===== src/rtl/pc_pkg.sv =====
// pc_pkg: shared constants, width helper and FSM state type for the sorted-sequence counter path.
package pc_pkg;
    localparam int PC_WIDTH = 7;
    function automatic int cw_of(input int w);
        return $clog2(w + 1);
    endfunction
    typedef enum logic {IDLE, SHIFT} state_t;
endpackage


===== src/rtl/pc_therm_decode.sv =====
// pc_therm_decode: saturating ones-count to thermometer encoder; counts above WIDTH give all ones.
module pc_therm_decode import pc_pkg::*; #(
    parameter int WIDTH = PC_WIDTH,
    localparam int CW = cw_of(WIDTH)
) (
    input  logic [CW-1:0]    count,
    output logic [WIDTH-1:0] therm,
    output logic             sat
);
    for (genvar i = 0; i < WIDTH; i++) begin : g_bit
        assign therm[i] = count > CW'(i);
    end
    assign sat = count > CW'(WIDTH);
endmodule


===== src/rtl/pc_therm_serializer.sv =====
// pc_therm_serializer: accepts a ones-count and streams its thermometer word out bit-serially, LSB first.
module pc_therm_serializer import pc_pkg::*; #(
    parameter int WIDTH = PC_WIDTH,
    localparam int CW = cw_of(WIDTH)
) (
    input  logic             clk,
    input  logic             rst,
    input  logic             in_valid,
    output logic             in_ready,
    input  logic [CW-1:0]    in_count,
    output logic             ser_valid,
    input  logic             ser_ready,
    output logic             ser_bit,
    output logic             ser_last,
    output logic [WIDTH-1:0] therm_word,
    output logic             sat_err
);
    state_t state, state_nxt;
    logic [CW-1:0] beat_idx;
    logic [WIDTH-1:0] therm;
    logic sat, accept, beat_done;

    pc_therm_decode #(.WIDTH(WIDTH)) u_decode (.count(in_count), .therm(therm), .sat(sat));

    assign accept = in_valid & in_ready;
    assign beat_done = ser_valid & ser_ready;

    always_ff @(posedge clk)
        if (rst) state <= IDLE;
        else state <= state_nxt;

    always_comb
        state_nxt = accept ? SHIFT : (beat_done && ser_last) ? IDLE : state;

    // The last beat's completion doubles as the load slot for back-to-back frames.
    always_comb begin
        ser_valid = state == SHIFT;
        ser_last = ser_valid && beat_idx == CW'(WIDTH - 1);
        ser_bit = ser_valid && therm_word[beat_idx];
        in_ready = !rst && (state == IDLE || (ser_ready && ser_last));
    end

    always_ff @(posedge clk)
        if (rst) begin
            beat_idx <= '0;
            therm_word <= '0;
            sat_err <= 1'b0;
        end else begin
            sat_err <= accept & sat;
            if (accept) begin
                therm_word <= therm;
                beat_idx <= '0;
            end else if (beat_done) beat_idx <= ser_last ? '0 : beat_idx + 1'b1;
        end
endmodule

===== config.mk =====
export PLATFORM = sky130hd
export DESIGN_NAME = pc_therm_serializer
export DESIGN_NICKNAME = d
export VERILOG_FILES = /design/src/rtl/pc_pkg.sv /design/src/rtl/pc_therm_decode.sv /design/src/rtl/pc_therm_serializer.sv
export SDC_FILE = /design/constraint.sdc
export NUM_CORES = 1
export LEC_CHECK = 0
export CAP_MARGIN = 20
export CORE_ASPECT_RATIO = 1.25
export CORE_UTILIZATION = 39
export CTS_CLUSTER_DIAMETER = 200
export CTS_CLUSTER_SIZE = 30
export DETAILED_ROUTE_END_ITERATION = 16
export PLACE_DENSITY = 0.67
export RECOVER_POWER = 100
export SLEW_MARGIN = 25
export SYNTH_ARGS = -nofsm -noshare
export SYNTH_HDL_FRONTEND = slang
export SYNTH_HIERARCHICAL = 1
export SYNTH_SLANG_ARGS = --single-unit

===== constraint.sdc =====
create_clock -name clk -period 1.8 [get_ports clk]
set_clock_uncertainty 0.15 [all_clocks]
set_input_delay 0.45 -clock clk [delete_from_list [all_inputs] [get_ports clk]]
set_output_delay 0.45 -clock clk [all_outputs]
set_load 0.005 [all_outputs]

run_1/gates.png
(10 px per micron)
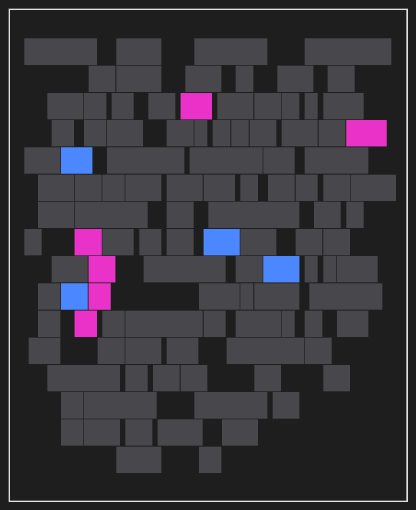
| color | family | cells |
|---|---|---|
| blue | non-inverting ao/oa cells | 4 |
| magenta | and/or cells | 6 |

run_1/placed.png
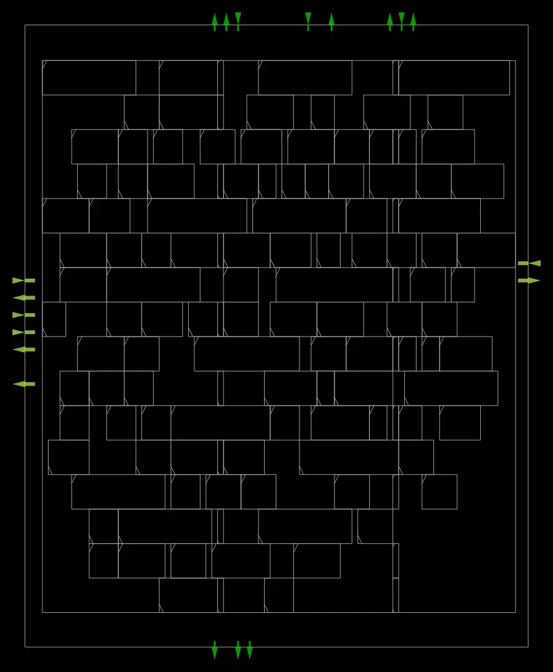
number of standard cells in the final layout excluding fillers: 128
layout filler cell count: 142
inserted tap cell count: 18
flop count: 12

==> highlights.md, run 1 <==
* 690.7 sq um — Netlist Area Pre-Place
* 32.61% — non-clock buffering overhead in the final layout
* 490 ps — stage delay of the slowest cell on the critical path
* 12.47 microns — routed len/inst
* 389.6 ps — worst hold-check slack
* 0.0001444 W — NetSw
* 4 — count of TritonRoute iterations in the first routing pass
* 0% — async set-reset flop share out of synthesis
* dfxtp_1 — dominant register cell in the synthesized netlist
* 6 — number of warnings printed during yosys synthesis
* 0 — Max-Cap Viols
* 34.78% — share of the yosys chip area belonging to registers
* 0 — number of antenna cells inserted
* 23.8% — combinational share of power
* 0 — total grt overflow
* 40.00% — share of final-layout standard cells stronger than drive strength 1
* 0 — Final Hold Viols
* 19 microns — met3 wirelength from detailed routing
* 247.7 sq um — Flop area
* beat_idx[0]$_SDFFE_PP0P_ — worst reg2reg path startpoint
* buf_4, nand2b_1, mux2i_1 — most numerous logic cells after layout
* complete, but fails checks — status
* therm_word[0]$_SDFFE_PP0P_ — r2r endpoint
* 2 — biggest fanout along the worst timing path
* 29 — stage-log warning count
* 539.9 mW/mm^2 — power density normalized to cell area
* yes — CTS tree
* 0.0004439 W — Pint
* beat_idx[0]$_SDFFE_PP0P_ — CP startpoint
* 2.067% — Clock-cell share
* mux4_2 -> o211a_1 -> buf_2 — worst path cell trace
* 0.000140 W — comb pwr
* 27 — post-cts repair resize count
* 0 — count of flip-flops with a built-in enable after synthesis
* 9 — cells on worst reg2reg path
* -252.1 ps — worst-case setup margin in the final layout
* 1596 microns — Total Wirelength
* 1 — non-clock inverter count in the final layout
* 0.001622 sq mm — area of the core
* 20 — maximum number of pins on one net before global-route repair
* 2.740% — met3 layer usage reported by global route
* 42.59% — fp_density
* 23.34% — met1 Use GR
* 0.4873 GHz — fmax
* 3 — Layout clock buffers
* 22.73% — sequential fraction of total cell area
* 5 — total of endpoints with negative setup slack in the final report
* 600 — number of global-route vias before repair
* 1091 microns — post-DP HPWL
* ser_valid$_SDFFE_PP0P_ — endpoint with the worst hold slack
* multiplexers — dominant delay contributor by cell family on the critical path
* 9.461 sq um — post-synthesis average cell area
* reg -> reg — HP Class
* 1 — maximum level of the CTS H-tree
* 73 — cell count in the Yosys report
* 0.5540 nW — Leak
* 34.78% — Area leader share
* buf_4 — most common library cell in the layout ignoring fill and taps
* ser_bit — endpoint of the worst setup timing path
* 0.000288 W — reported sequential group power
* 260 ps — insertion delay at the late pin of the worst-skew pair
* setup timing — violations in the final reports
* 19.14% — Global Route Usage Sum
* 4 — DRC marker count from the first detailed-route iteration
* 690.7 sq um — synthesis area per yosys
* 73 — instance count of the mapped netlist
* 31 — Cell variety after synth
* met4 — uppermost signal routing layer after detailed routing
* 114.0% — post-route clock period utilization
* ser_valid$_SDFFE_PP0P_ — Hold Startpoint
* met2 — most used routing layer
* 67.21% — Finished Core Util
* 2 — maximum clock path buffer count
* -524.0 ps — pre-CTS setup slack
* 1 — buffer and inverter count on the worst path
* registers — Biggest consumer
* 3 — # Post-CTS Setup Buffers
* 1450 ps — arrival time at the worst endpoint
* 822 microns — met2 WL post-DR
* 0.001944 sq mm — chip footprint
* 3 — cell count along the critical path
* 121 — fin nets
* 630 — total number of vias
run_1/pinout.png
(10 px per micron) Pins as bars across the die edge, other pins in gray.
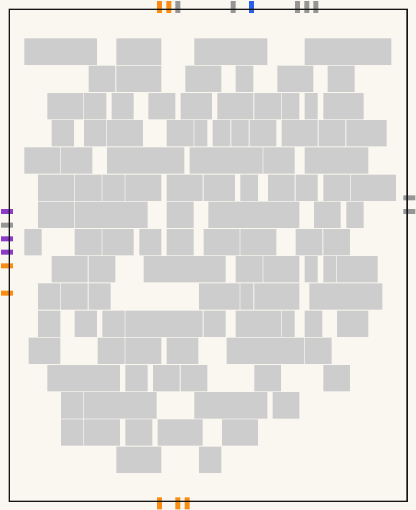
| color | port | pins | direction | edge |
|---|---|---|---|---|
| purple | `in_count` | 3 | input | left |
| blue | `in_ready` | 1 | output | top |
| orange | `therm_word` | 7 | output | 3 bottom, 2 top, 2 left |
all pins by edge: 8 top, 6 left, 3 bottom, 2 right
Die Span Y: 49.05 microns
count of input and output buffers: 18
die width: 39.64 microns

run_1/sizing.png
(10 px per micron)
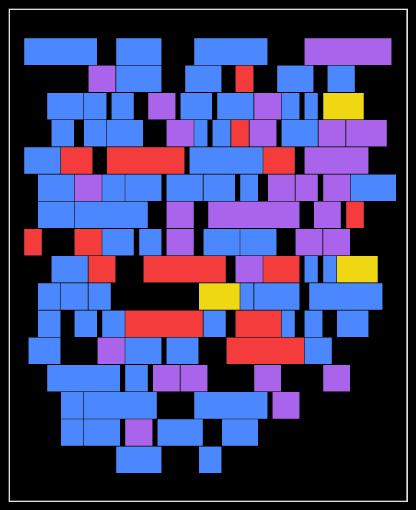
| color | size | cells | share | most used |
|---|---|---|---|---|
| yellow | x6 and larger | 3 | 2.7% | buf_6 |
| purple | x3 and x4 | 27 | 25% | buf_4 |
| red | x2 | 14 | 13% | dfxtp_2 |
| blue | x1 and smaller | 66 | 60% | nand2b_1 |
Syn-to-layout area delta: 57.79%
worst-case setup margin in the final layout: -252.1 ps
total non-filler cell area in the finished layout: 0.001090 sq mm

run 1: flip-flops by register name (all words and copies together) (netlist names):
signal      count
therm_word      7
beat_idx        3
sat_err         1
ser_valid       1
run 1: kinds of logic after synthesis:
group	after synthesis	synth area share [%]
AOI/OAI and AO/OA	12	13.41
buffers and inverters	8	7.064
muxes	10	16.30
adders and majority gates	2	3.623
and+or+nand+nor	28	24.28
other	1	0.5430
DFF	12	34.78
run 1: synth_stat cells, drive strengths merged, types with 2 or more instances:
| master | n |
|---|---|
| mux2i | 9 |
| a211oi | 2 |
| nor2 | 2 |
| buf | 4 |
| nand2b | 14 |
| and3 | 2 |
| clkbuf | 3 |
| a21oi | 3 |
| ha | 2 |
| nand2 | 3 |
| dfxtp | 12 |
--- run 2 (diff from run 1) ---
==> constraint.sdc (replaced) <==
create_clock -name clk -period 1.8 [get_ports clk]
set_clock_uncertainty 0.15 [all_clocks]
set_input_delay 0.18 -clock clk [delete_from_list [all_inputs] [get_ports clk]]
set_output_delay 0.18 -clock clk [all_outputs]
set_load 0.005 [all_outputs]
==> highlights.md, run 2 <==
* therm_word[1]$_SDFFE_PP0P_ — endpoint with the worst hold slack
* 41.65% — multi-input combinational area share
* 6 — number of warnings printed during yosys synthesis
* 1094 microns — post-DP HPWL
* 1507 microns — Total Wirelength
* 0 — number of antenna cells inserted
* therm_word[1]$_SDFFE_PP0P_ — Hold Startpoint
* 2 — maximum clock path buffer count
* 0 — antenna violations before repair
* 640.5 mW/mm^2 — power density normalized to cell area
* 0.001622 sq mm — area of the core
* met2 — most used routing layer
* dfxtp_1 — dominant register cell in the synthesized netlist
* 40.94% — Syn-to-layout area delta
* 1 — maximum level of the CTS H-tree
* beat_idx[0]$_SDFFE_PP0P_ — worst reg2reg path startpoint
* 80 ps — Worst-path clk slew
* therm_word x7, beat_idx x3 — largest registers ranked by flip-flop count
* nand2b_1, dfxtp_1, buf_4 — most numerous logic cells after layout
* beat_idx[0]$_SDFFE_PP0P_ — r2r endpoint
* 12 — flop count
* 31 — Cell variety after synth
* met4 — uppermost signal routing layer after detailed routing
* 18.52% — Global Route Usage Sum
* 241.5 sq um — Flop area
* 49.05 microns — Die Span Y
* 29 — stage-log warning count
* 1430 ps — arrival time at the worst endpoint
* 12 — sinks on the clock net
* 0 — Max-Cap Viols
* 0 — final number of max-transition violations
* 111 — fin nets
* 0.5666 GHz — fmax
* 345.6 ps — worst hold-check slack
* 98.05% — post-route clock period utilization
* 73 — instance count of the mapped netlist
* 0.001944 sq mm — chip footprint
* 39.64 microns — die width
* 7 — flip-flop count of the largest register, all copies and words added
* 690.7 sq um — Netlist Area Pre-Place
* 0 — Final Hold Viols
* 119 — number of standard cells in the final layout excluding fillers
* 606 — total number of vias
* 280 ps — insertion delay at the late pin of the worst-skew pair
* reg -> reg — HP Class
* finished, final reports clean — status
* 60.03% — Finished Core Util
* nand2b_1 — count leader, synth
* 7 — cells on worst reg2reg path
* 4 — count of TritonRoute iterations in the first routing pass
* 607 — number of global-route vias before repair
* 35.01 ps — worst-case setup margin in the final layout
* 4 — DRC marker count from the first detailed-route iteration
* nand2b_1, dfxtp_1, mux2i_1 — list of most frequent post-synthesis cells
* 1 — non-clock inverter count in the final layout
* 4 — Layout clock buffers
* 18 — count of input and output buffers
* yes — CTS tree
* 30 microns — met3 wirelength from detailed routing
* 34.78% — share of the yosys chip area belonging to registers
* output port — crit end category
* 73 — cell count in the Yosys report
* 31 — count of non-CTS buffers in the layout
* 3.728% — Clock-cell share
* 9.461 sq um — post-synthesis average cell area
* 0 — total of endpoints with negative setup slack in the final report
* 20.75% — met1 Use GR
* 20 — maximum number of pins on one net before global-route repair
* 34.78% — Area leader share
* 0% — async set-reset flop share out of synthesis
* 12.66 microns — routed len/inst
* 0.0006235 W — total power of the final layout
* -10.58 ps — pre-CTS setup slack
* 739 microns — met2 WL post-DR
* 18 — inserted tap cell count
* 0.4443 nW — Leak
* therm_word — register with the most flip-flops
* 27.12% — non-clock buffering overhead in the final layout
* 42.59% — fp_density
* 2.740% — met3 layer usage reported by global route
* 2 — biggest fanout along the worst timing path
* 690.7 sq um — synthesis area per yosys
* 973.4 sq um — total non-filler cell area in the finished layout
* nand2b_1 — most common library cell in the layout ignoring fill and taps
run 2: report_power, final:
part	internal (W)	switching (W)	leakage, nW
Combinational	0.0000685	0.0000426	0.325
Sequential	0.000279	0.0000121	0.0987
Clock	0.000123	0.0000983	0.0210
run 2: what timing repair did:
item,4_1_cts,5_1_grt
pin swaps,1,0
hold endpoints to repair,0,0
setup endpoints to repair,3,5
setup buffers,1,1
resized,11,4
run 2: worst max-delay path, cell delays in order, from the launching register on:
cell	delay, ps
dfxtp_2	350
mux4_2	490
o211a_1	210
clkbuf_2	110
run 2: cell families after synthesis:
kind of cell,synth area share (%)
AOI/OAI and AO/OA,13.41
adders and majority gates,3.623
muxes,16.30
DFF,34.78
buffers and inverters,7.064
and+or+nand+nor,24.28
other,0.5430
run_2/placed.png
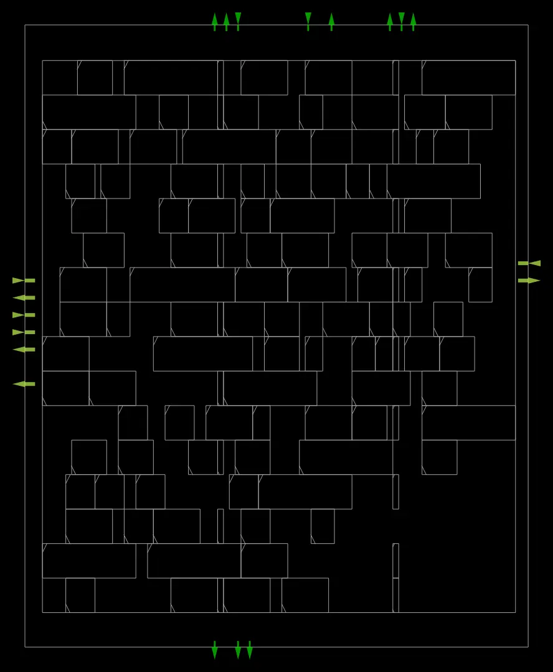
layout filler cell count: 160
sequential fraction of total cell area: 24.81%

--- run 3 (diff from run 2) ---
--- a/config.mk
+++ b/config.mk
@@ -6,13 +6,16 @@
 export NUM_CORES = 1
 export LEC_CHECK = 0
 export CAP_MARGIN = 20
+export CELL_PAD_IN_SITES_DETAIL_PLACEMENT = 2
+export CELL_PAD_IN_SITES_GLOBAL_PLACEMENT = 2
 export CORE_ASPECT_RATIO = 1.25
-export CORE_UTILIZATION = 39
+export CORE_UTILIZATION = 27
 export CTS_CLUSTER_DIAMETER = 200
 export CTS_CLUSTER_SIZE = 30
 export DETAILED_ROUTE_END_ITERATION = 16
-export PLACE_DENSITY = 0.67
+export PLACE_DENSITY_LB_ADDON = 0.1
 export RECOVER_POWER = 100
+export SETUP_SLACK_MARGIN = 0.2
 export SLEW_MARGIN = 25
 export SYNTH_ARGS = -nofsm -noshare
 export SYNTH_HDL_FRONTEND = slang
==> highlights.md, run 3 <==
* 47.24 microns — die width
* 0% — async set-reset flop share out of synthesis
* 0 — total grt overflow
* 346.9 ps — worst hold-check slack
* beat_idx[0]$_SDFFE_PP0P_ — worst reg2reg path startpoint
* clkbuf_4 — Clock Tree Root
* 500 ps — stage delay of the slowest cell on the critical path
* 242.7 sq um — Flop area
* 2.182% — Clock-cell share
* mux4_2 — standard cell with the maximum stage delay on the critical path
* 73 — instance count of the mapped netlist
* 1470 ps — required time at the worst-slack endpoint
* 0 — total of endpoints with negative setup slack in the final report
* 0.002427 sq mm — area of the core
* 0 — Max-Cap Viols
* therm_word[2]$_SDFFE_PP0P_ — endpoint with the worst hold slack
* 2 — # Post-CTS Setup Buffers
* 7 — flip-flop count of the largest register, all copies and words added
* 24.28% — and+or+nand+nor area frac
* 1962 microns — Total Wirelength
* therm_word[2]$_SDFFE_PP0P_ — Hold Startpoint
* 27.52% — non-clock buffering overhead in the final layout
* 0.5609 GHz — fmax
* 0.4375 nW — Leak
* 31.68% — share of final-layout standard cells stronger than drive strength 1
* 58.55 microns — Die Span Y
* 34.78% — share of the yosys chip area belonging to registers
* yes — CTS tree
* 32 — count of non-CTS buffers in the layout
* 1287 microns — post-DP HPWL
* 617 — total number of vias
* 12 — sinks on the clock net
* 8 — cells on worst reg2reg path
* 99.05% — post-route clock period utilization
* 80 ps — Worst-path clk slew
* 19 — post-cts repair resize count
* register — kind of start point of the critical path
* 3 — cell count along the critical path
* DRC — violations in the final reports
* 2 — biggest fanout along the worst timing path
* -60.35 ps — pre-CTS setup slack
* 3 — Layout clock buffers
* 20 — maximum number of pins on one net before global-route repair
* nand2b_1, dfxtp_1, mux2i_1, buf_4, clkdlybuf4s50_1 — most numerous logic cells after layout
* output port — crit end category
* 1 — buffer and inverter count on the worst path
* 73 — cell count in the Yosys report
* reg -> reg — HP Class
* 18 — count of input and output buffers
* 0 — number of antenna cells inserted
* 0 — count of flip-flops with a built-in enable after synthesis
* 16.15% — Global Route Usage Sum
* 9 — count of TritonRoute iterations in the first routing pass
* 0.002765 sq mm — chip footprint
* 0 — antenna violation net count after detailed routing
* 29 — stage-log warning count
* 564.7 mW/mm^2 — power density normalized to cell area
* 0 — antenna violations before repair
* 0% — yosys xor share
* 42.18% — multi-input combinational area share
* 17.09 ps — worst-case setup margin in the final layout
* 9.461 sq um — post-synthesis average cell area
* 6 — number of warnings printed during yosys synthesis
* nand2b_1 — most common library cell in the layout ignoring fill and taps
* nand2b_1 — count leader, synth
* therm_word — register with the most flip-flops
* mux4_2 -> o211a_1 -> buf_2 — worst path cell trace
* 112 — fin nets
* 14.64 microns — routed len/inst
* nand2b_1, dfxtp_1, mux2i_1 — list of most frequent post-synthesis cells
* 31 — Cell variety after synth
* 0 — final number of max-transition violations
* 2 — count of cells along the worst hold path
* 1 — non-clock inverter count in the final layout
* 690.7 sq um — synthesis area per yosys
* ser_bit — endpoint of the worst setup timing path
* 1 — DRC viols
* 2 — maximum clock path buffer count
* 53 — multi-input gate count
* multiplexers — dominant delay contributor by cell family on the critical path
* 3.623% — Post-Synth Adder-Cell Area
* 651 — number of global-route vias before repair
* 266 — layout filler cell count
* 6 — DRC marker count from the first detailed-route iteration
* 100 ps — r2r setup slk
* 23.52% — sequential fraction of total cell area
* 13.41% — Synth Area in Compound Gates
* 1450 ps — arrival time at the worst endpoint
* 34.78% — Area leader share
* 12 — flop count
* 0.001032 sq mm — total non-filler cell area in the finished layout
* beat_idx[0]$_SDFFE_PP0P_ — CP startpoint
* 0.3897 mV — Worst IR Drop VDD
* therm_word x7, beat_idx x3 — largest registers ranked by flip-flop count
* 28.45% — fp_density
* 16.30% — mux contribution to synthesized area
* complete, but fails checks — status
* 1 — maximum level of the CTS H-tree
* simple AND/OR/NAND/NOR gates — dominant combinational cell family by area after synthesis
* true — setup repair after global routing missed its margin
* 270 ps — insertion delay at the late pin of the worst-skew pair
* 49.46% — Syn-to-layout area delta
* 0 — Final Hold Viols
* 690.7 sq um — Netlist Area Pre-Place
* therm_word[3]$_SDFFE_PP0P_ — r2r endpoint
* 0.0005829 W — total power of the final layout
* dfxtp_1 — dominant register cell in the synthesized netlist
run 3: per-layer routing:
| metal | GRT usage, % | wire length (microns) |
|---|---|---|
| met1 | 21.48 | 956 |
| met2 | 24.27 | 949 |
| met3 | 4.601 | 46 |
| met4 | 6.122 | 10 |
| met5 | 0 | 0 |
run 3: power breakdown:
| group | switching (W) | internal (W) | leakage, nW | total (W) |
|---|---|---|---|---|
| clock | 0.0000916 | 0.0000774 | 0.0138 | 0.000169 |
| combinational | 0.0000496 | 0.0000730 | 0.324 | 0.000123 |
| sequential | 0.0000126 | 0.000279 | 0.0993 | 0.000291 |
| total | 0.000154 | 0.000429 | 0.437 | 0.000583 |
run_3/placed.png
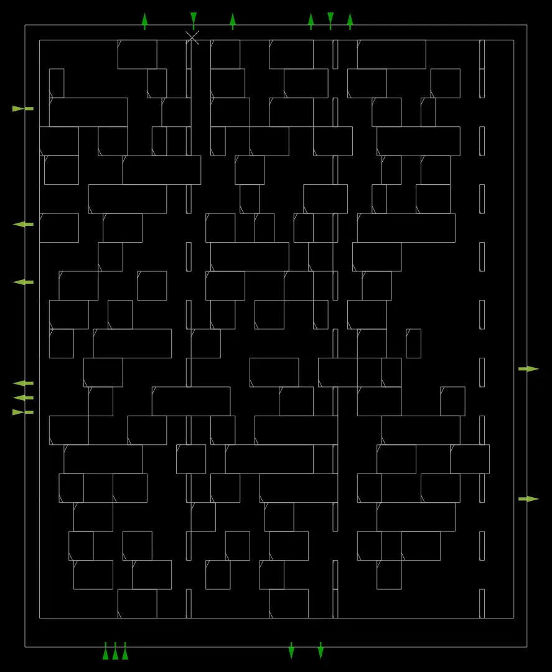
inserted tap cell count: 33
Finished Core Util: 42.53%
number of standard cells in the final layout excluding fillers: 134
row cnt: 20


==> screenshots <==
Nets reached from selected ports.
(a)
(4 px per micron)
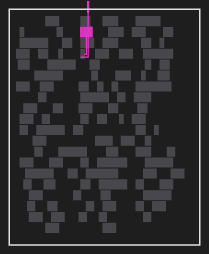
(b)
(6 px per micron)
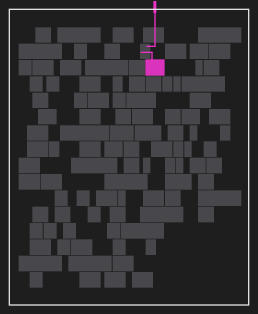
(c)
(6 px per micron)
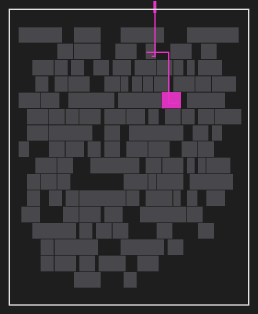
Of these, largest die: (a)
| from | picture |
|---|---|
| run 3 | (a) |
| run 1 | (c) |
| run 2 | (b) |

Power is estimated from default activity; no workload was simulated.
